--- src/rtl/lu_band_collector.sv ---
// Band collector for the 8x8 LU systolic factorizer: captures the skewed diagonal
// lanes into per-diagonal storage, then serves L/U as addressable matrices.

module lu_band_lane #(
  parameter int iSZ    = 8,
  parameter int OFF    = 0,
  parameter int LEN    = 8,
  parameter int T0     = 4,
  parameter int PERIOD = 3
) (
  input  logic           clk,
  input  logic           rst_n,
  input  logic           cap_i,
  input  logic [4:0]     c_i,
  input  logic [iSZ-1:0] din_i,
  input  logic [2:0]     rd_idx_i,
  output logic [iSZ-1:0] rd_word_o
);
  localparam logic [4:0] BASE = 5'(T0 + OFF);
  localparam logic [4:0] P5   = 5'(PERIOD);

  logic [iSZ-1:0] mem_q [LEN];
  logic [4:0]     d;
  logic           hit;
  logic [2:0]     j;

  // Lane samples every PERIOD cycles starting at T0+OFF, for LEN entries.
  always_comb begin
    d   = c_i - BASE;
    j   = 3'(d / P5);
    hit = cap_i && (c_i >= BASE) && ((d % P5) == 5'd0) && ((d / P5) < 5'(LEN));
  end

  always_ff @(posedge clk or negedge rst_n) begin
    if (!rst_n) begin
      for (int i = 0; i < LEN; i++) mem_q[i] <= '0;
    end else if (hit) begin
      mem_q[j] <= din_i;
    end
  end

  assign rd_word_o = (32'(rd_idx_i) < LEN) ? mem_q[rd_idx_i] : '0;
endmodule

module lu_band_collector #(
  parameter int iSZ    = 8,
  parameter int N      = 8,
  parameter int T0     = 4,
  parameter int PERIOD = 3,
  parameter int ONE    = 1
) (
  input  logic           clk,
  input  logic           rst_n,
  input  logic           start,
  input  logic [iSZ-1:0] lL1,
  input  logic [iSZ-1:0] lL2,
  input  logic [iSZ-1:0] lL3,
  input  logic [iSZ-1:0] uL1,
  input  logic [iSZ-1:0] uL2,
  input  logic [iSZ-1:0] uL3,
  input  logic [iSZ-1:0] uL4,
  output logic           busy,
  output logic           ready,
  output logic           done,
  input  logic           rd_en,
  input  logic           rd_sel,
  input  logic [2:0]     rd_row,
  input  logic [2:0]     rd_col,
  output logic [iSZ-1:0] rd_data,
  output logic           rd_valid
);
  localparam int         NUM_LANES = 7;
  localparam logic [4:0] C_LAST    = 5'(T0 + PERIOD * (N - 1));

  typedef enum logic [1:0] {IDLE, CAPTURE, DONE} state_t;

  state_t state_q, state_d;
  logic [4:0] c_q, c_d;
  logic done_q, done_d;
  logic [iSZ-1:0] rd_data_q;
  logic rd_valid_q;

  // Lanes 0..3 are U super-diagonals 0..3, lanes 4..6 are L sub-diagonals 1..3.
  logic [NUM_LANES-1:0][iSZ-1:0] lane_din, lane_word;
  assign lane_din = {lL3, lL2, lL1, uL4, uL3, uL2, uL1};

  logic       cap;
  logic [2:0] rd_idx, lane_sel;
  logic       use_store;
  logic [iSZ-1:0] rd_val;

  assign cap = (state_q == CAPTURE);

  for (genvar g = 0; g < NUM_LANES; g++) begin : g_lane
    localparam int OFF = (g < 4) ? g : g - 3;
    lu_band_lane #(
      .iSZ(iSZ), .OFF(OFF), .LEN(N - OFF), .T0(T0), .PERIOD(PERIOD)
    ) u_lane (
      .clk(clk), .rst_n(rst_n), .cap_i(cap), .c_i(c_q),
      .din_i(lane_din[g]), .rd_idx_i(rd_idx), .rd_word_o(lane_word[g])
    );
  end

  always_comb begin
    state_d = state_q;
    c_d     = c_q;
    done_d  = 1'b0;
    case (state_q)
      IDLE:    if (start) begin state_d = CAPTURE; c_d = '0; end
      CAPTURE: begin
        c_d = c_q + 5'd1;
        if (c_q == C_LAST) begin state_d = DONE; done_d = 1'b1; end
      end
      DONE:    if (start) begin state_d = CAPTURE; c_d = '0; end
      default: state_d = IDLE;
    endcase
  end

  // Read decode: band position selects lane; entry index is col for L, row for U.
  always_comb begin
    rd_idx    = '0;
    lane_sel  = '0;
    use_store = 1'b0;
    rd_val    = '0;
    if (!rd_sel) begin
      if (rd_row == rd_col) begin
        rd_val = iSZ'(ONE);
      end else if (rd_row > rd_col && (rd_row - rd_col) <= 3'd3) begin
        use_store = 1'b1;
        lane_sel  = 3'd3 + (rd_row - rd_col);
        rd_idx    = rd_col;
      end
    end else if (rd_col >= rd_row && (rd_col - rd_row) <= 3'd3) begin
      use_store = 1'b1;
      lane_sel  = rd_col - rd_row;
      rd_idx    = rd_row;
    end
    if (use_store) rd_val = lane_word[lane_sel];
  end

  always_ff @(posedge clk or negedge rst_n) begin
    if (!rst_n) begin
      state_q    <= IDLE;
      c_q        <= '0;
      done_q     <= 1'b0;
      rd_data_q  <= '0;
      rd_valid_q <= 1'b0;
    end else begin
      state_q    <= state_d;
      c_q        <= c_d;
      done_q     <= done_d;
      rd_valid_q <= rd_en;
      if (rd_en) rd_data_q <= rd_val;
    end
  end

  assign busy     = cap;
  assign ready    = (state_q == DONE);
  assign done     = done_q;
  assign rd_data  = rd_data_q;
  assign rd_valid = rd_valid_q;
endmodule

--- config.mk ---
export PLATFORM = sky130hd
export DESIGN_NAME = lu_band_collector
export DESIGN_NICKNAME = d
export VERILOG_FILES = /design/src/rtl/lu_band_collector.sv
export SDC_FILE = /design/constraint.sdc
export NUM_CORES = 1
export LEC_CHECK = 0
export CAP_MARGIN = 20
export CORE_ASPECT_RATIO = 0.7
export CORE_MARGIN = 1
export CORE_UTILIZATION = 45
export CTS_CLUSTER_DIAMETER = 150
export DETAILED_ROUTE_END_ITERATION = 7
export GPL_TIMING_DRIVEN = 1
export PLACE_DENSITY_LB_ADDON = 0.05
export SLEW_MARGIN = 20
export SYNTH_ARGS = -nofsm -noshare
export SYNTH_HDL_FRONTEND = slang
export SYNTH_SLANG_ARGS = --single-unit
--- constraint.sdc ---
create_clock -name clk -period 7.12 [get_ports clk]
set_input_delay 1.78 -clock clk [delete_from_list [all_inputs] [get_ports clk]]
set_output_delay 1.78 -clock clk [all_outputs]
set_load 0.01 [all_outputs]
==> flow_metrics.env, run 1 <==
# implementation run metrics
export IMPL_status="finished, final reports clean"
export IMPL_leakagePower_nw=9.24
export IMPL_htreeDepth=2
export IMPL_r2r_start="c_q[1]"
export IMPL_synth_simple_area_share_pct=11.6
export IMPL_dieArea_sq_um=44900
export IMPL_drcViolationCount=0
export IMPL_worst_slew_pin_slew_ps=1040
export IMPL_period_used_pct=86.0
export IMPL_reg2reg_setup_slack_ps=990
export IMPL_cpMostUsedCell="ha_1"
export IMPL_largest_class="combinational gates"
export IMPL_design_area_sq_um=22700
export IMPL_fp_util_pct=46.2
export IMPL_met2WireLength_mm=24.1
export IMPL_highest_layer="met5"
export IMPL_syn_area_per_cell_sq_um=11.1
export IMPL_first_iter_violations=1095
export IMPL_numSynthFlops=369
export IMPL_clock_power_share_pct=16.8
export IMPL_flop_cell="dfrtp_1"
export IMPL_endpoint="g_lane[1].u_lane.mem_q[11]"
export IMPL_hold_buffers=0
export IMPL_path_cells="inv_1 > buf_4 > ha_1 > a21oi_1 > xnor2_1 > or3_1 > inv_2 > ha_1 > a21boi_0 > mux2_2 > or4_1 > o311ai_0 > a2111o_1 > xnor2_1 > ha_1 > o32ai_1 > o31ai_1 > nand2b_1 > nand4b_1 > buf_4 > mux2_2"
export IMPL_clk_power_mw=2.03
export IMPL_synthAoiAreaFrac_pct=11.6
export IMPL_max_stage_delay_ps=590
export IMPL_overflow=0
export IMPL_yosys_area_share_adder_pct=2.41
export IMPL_fp_nets=1880
export IMPL_finalNonFillerCells=2466
export IMPL_p_comb_share_pct=52.3
export IMPL_powerSeq_mw=3.72
export IMPL_gr_usage_met2_pct=37.4
export IMPL_setup_tns_ps=0
export IMPL_logic_family="multiplexers"
export IMPL_maxCapViolations=0
export IMPL_cts_repair_resized=0
export IMPL_end_kind="flop"
export IMPL_gp_congestion=0.896
export IMPL_path_buffers=4
export IMPL_cts_buffer_depth=3
export IMPL_numCtsBuffers=39
export IMPL_ios=79
export IMPL_p_switching_mw=4.85
export IMPL_power_density_nw_per_um2=531
export IMPL_r2r_end="g_lane[1].u_lane.mem_q[11]"
export IMPL_place_ws_ps=739
export IMPL_fin_crit_ps=6130
export IMPL_layout_top_cell="dfrtp_1"
export IMPL_clock_latency_ps=540
export IMPL_firstDrtPassIters=5
export IMPL_largest_reg_flops=352
export IMPL_comb_area_share_pct=44.3
export IMPL_final_util_pct=52.9
export IMPL_postSynthCellCount=1776
export IMPL_worst_r2r_path_depth=21
export IMPL_seq_cells=369
export IMPL_startpoint_type="flop"
export IMPL_path_max_fanout=16
export IMPL_yosys_area_sq_um=19800
export IMPL_edf_count=0
export IMPL_grt_pass1_wl_mm=87.9
export IMPL_hp_class="flop to flop"
export IMPL_logic_area_sq_um=10000
export IMPL_crit_arrival_ps=6540
export IMPL_synthArstFlopShare_pct=100
export IMPL_ys_top_cells_by_area="dfrtp_1 47%, mux2_2 20%, nand2_1 4.5%"
export IMPL_warnings=47
export IMPL_path_depth=21
export IMPL_cp_slowest_cell="or4_1"
export IMPL_synth_yosys_num_cells=1776
export IMPL_cts_root_buf="clkbuf_16"
export IMPL_yosysMostFrequentCell="dfrtp_1"
export IMPL_slew_violations=0
export IMPL_synth_area_sq_um=19800
export IMPL_top_usage_layer="met1"
export IMPL_max_slew_margin_pct=30.9
export IMPL_place_inst=2398
export IMPL_timing_critical_path_from="c_q[1]"
export IMPL_fill_cells=3758
export IMPL_routed_via_density=5.88
export IMPL_yosysTopAreaCellShare_pct=46.6
export IMPL_multiInputCombCellCount=1272
export IMPL_fmax_mhz=163
export IMPL_core_area_sq_um=42900
export IMPL_cts_tree="done"
export IMPL_ir_drop_uv=287
export IMPL_dpl_hpwl_mm=38.5
export IMPL_whs_ps=488
export IMPL_layout_top_cells="369 x dfrtp_1, 354 x mux2_2, 235 x nand2_1"
export IMPL_swShare_pct=40.3
export IMPL_clock_sinks=369
export IMPL_place_area_sq_um=21400
export IMPL_ys_sh_xor_pct=0.695
export IMPL_rsz0062_at_grt="no"
export IMPL_pg_comb_mw=6.30
export IMPL_hold_viol_final=0
export IMPL_min_from="g_lane[1].u_lane.mem_q[47]"
export IMPL_area_growth_syn_to_layout_pct=14.6
export IMPL_dieHeight_um=177
export IMPL_top_area_cell="dfrtp_1"
export IMPL_mux_area_share_pct=24.2
export IMPL_area_share_nonclk_buffers_pct=5.64
export IMPL_drt_met1_wl_mm=28.3
export IMPL_rows=63
export IMPL_nNonClkBuffers=137
### Routed metal, one colour a layer, run 1

Bar = 100 um.
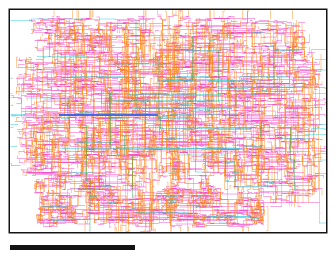
legend:
  magenta:
    layer: met1
    wire_length: 28.3 mm
  blue:
    layer: met5
    wire_length: 77.3 um
  orange:
    layer: met2
    wire_length: 24.1 mm
  green:
    layer: met4
    wire_length: 900 um
  cyan:
    layer: met3
    wire_length: 3010 um
DR WL/cell: 22.8 um
GRT Overall Usage: 25.7%
Post-Route WL: 56.3 mm
vias after detailed routing: 14500

### Register map, names as in the netlist, run 1

Bar = 100 um.
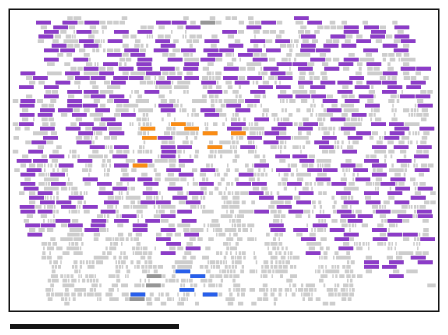
legend:
  orange:
    name_in_the_netlist: rd_data
    sequential_cells: 8
    where: middle
  purple:
    name_in_the_netlist: g_lane.u_lane.mem_q
    sequential_cells: 352
  blue:
    name_in_the_netlist: c_q
    sequential_cells: 5
    where: bottom middle
not coloured: 4
sequential share of cell area: 40.7%
FF/Latch Area: 9230 sq um

### Routed metal per tile, run 1

Bar = 100 um. The die is cut into 25 by 18 equal tiles; dark blue is low, red is high, scaled to the fullest tile. Values are wire area over tile area, all layers added.
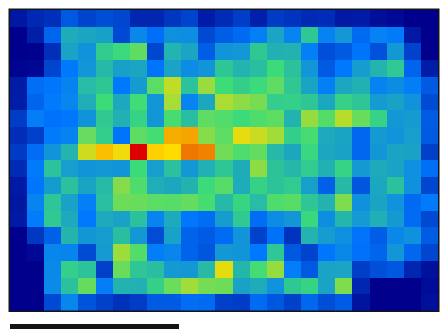
nearly empty tiles: 5.6%
fullest tile: 0.62
densest ninth of the die: middle
mean over tiles: 0.20
tiles over half the peak: 15%

--- run 2 (diff from run 1) ---
Settings changed: HOLD_SLACK_MARGIN set to 0.02.
### Routed metal, one colour a layer, run 2

Bar = 100 um.
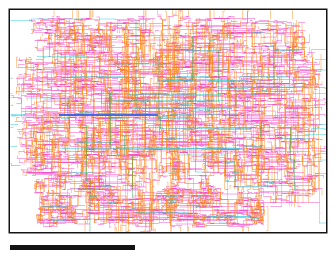
legend:
  cyan:
    layer: met3
    wire_length: 3010 um
  magenta:
    layer: met1
    wire_length: 28.3 mm
  orange:
    layer: met2
    wire_length: 24.1 mm
  blue:
    layer: met5
    wire_length: 77.3 um
  green:
    layer: met4
    wire_length: 900 um

### Routed metal per tile, run 2

Bar = 100 um. The die is cut into 25 by 18 equal tiles; dark blue is low, red is high, scaled to the fullest tile. Values are wire area over tile area, all layers added.
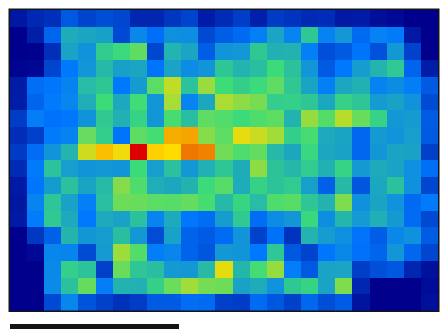
nearly empty tiles: 5.6%
tiles over half the peak: 15%
mean over tiles: 0.20
fullest tile: 0.62
densest ninth of the die: middle

==> flow_metrics.env, run 2 <==
# implementation run metrics
export IMPL_flop_cell="dfrtp_1"
export IMPL_fp_nets=1880
export IMPL_p_switching_mw=4.85
export IMPL_p_comb_share_pct=52.3
export IMPL_synth_area_sq_um=19800
export IMPL_fill_cells=3758
export IMPL_track_usage_pct=25.7
export IMPL_path_max_fanout=16
export IMPL_timing_critical_path_from="c_q[1]"
export IMPL_worst_slew_pin_slew_ps=1040
export IMPL_leakagePower_nw=9.24
export IMPL_overflow=0
export IMPL_max_stage_delay_ps=590
export IMPL_vias=14500
export IMPL_layout_top_cells="369 x dfrtp_1, 354 x mux2_2, 235 x nand2_1"
export IMPL_hold_buffers=0
export IMPL_postSynthCellCount=1776
export IMPL_dieHeight_um=177
export IMPL_top_usage_layer="met1"
export IMPL_dieArea_sq_um=44900
export IMPL_maxCapViolations=0
export IMPL_fin_crit_ps=6130
export IMPL_fp_util_pct=46.2
export IMPL_end_kind="flop"
export IMPL_largest_class="combinational gates"
export IMPL_logic_family="multiplexers"
export IMPL_ys_sh_xor_pct=0.695
export IMPL_syn_area_per_cell_sq_um=11.1
export IMPL_synthArstFlopShare_pct=100
export IMPL_cts_tree="done"
export IMPL_r2r_start="c_q[1]"
export IMPL_grt_pass1_wl_mm=87.9
export IMPL_path_depth=21
export IMPL_highest_layer="met5"
export IMPL_nNonClkBuffers=137
export IMPL_htreeDepth=2
export IMPL_logic_area_sq_um=10000
export IMPL_cpMostUsedCell="ha_1"
export IMPL_r2r_end="g_lane[1].u_lane.mem_q[11]"
export IMPL_reg2reg_setup_slack_ps=990
export IMPL_drt_wl_total_mm=56.3
export IMPL_min_from="g_lane[1].u_lane.mem_q[47]"
export IMPL_top_area_cell="dfrtp_1"
export IMPL_numCtsBuffers=39
export IMPL_synth_yosys_num_cells=1776
export IMPL_startpoint_type="flop"
export IMPL_ir_drop_uv=287
export IMPL_mux_area_share_pct=24.2
export IMPL_wl_per_cell_um=22.8
export IMPL_endpoint="g_lane[1].u_lane.mem_q[11]"
export IMPL_synth_simple_area_share_pct=11.6
export IMPL_firstDrtPassIters=5
export IMPL_status="finished, final reports clean"
export IMPL_drcViolationCount=0
export IMPL_yosys_area_sq_um=19800
export IMPL_core_area_sq_um=42900
export IMPL_gp_congestion=0.896
export IMPL_first_iter_violations=1095
export IMPL_cts_root_buf="clkbuf_16"
export IMPL_seq_share_pct=40.7
export IMPL_ys_top_cells_by_area="dfrtp_1 47%, mux2_2 20%, nand2_1 4.5%"
export IMPL_clock_latency_ps=540
export IMPL_powerSeq_mw=3.72
export IMPL_numSynthFlops=369
export IMPL_path_buffers=4
export IMPL_finalNonFillerCells=2466
export IMPL_hold_viol_final=0
export IMPL_period_used_pct=86.0
export IMPL_cp_slowest_cell="or4_1"
export IMPL_cts_buffer_depth=3
export IMPL_edf_count=0
export IMPL_slew_violations=0
export IMPL_yosysTopAreaCellShare_pct=46.6
export IMPL_regArea_sq_um=9230
export IMPL_synthAoiAreaFrac_pct=11.6
export IMPL_warnings=47
export IMPL_pg_comb_mw=6.30
export IMPL_dpl_hpwl_mm=38.5
export IMPL_place_ws_ps=739
export IMPL_crit_arrival_ps=6540
export IMPL_fmax_mhz=163
export IMPL_power_density_nw_per_um2=531
export IMPL_drt_met1_wl_mm=28.3
export IMPL_clk_power_mw=2.03
export IMPL_multiInputCombCellCount=1272
export IMPL_worst_r2r_path_depth=21
### Track usage over the die, run 2

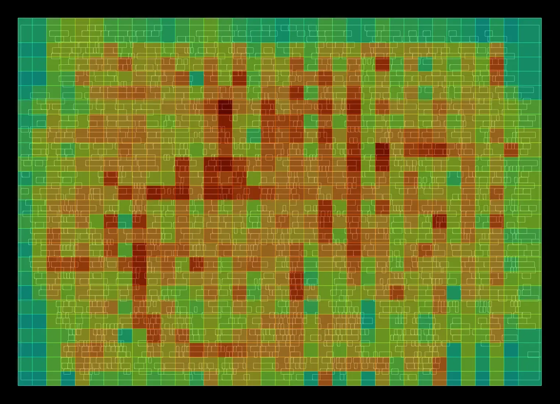
Final Util: 52.9%
met1 Usage GRT: 39.0%

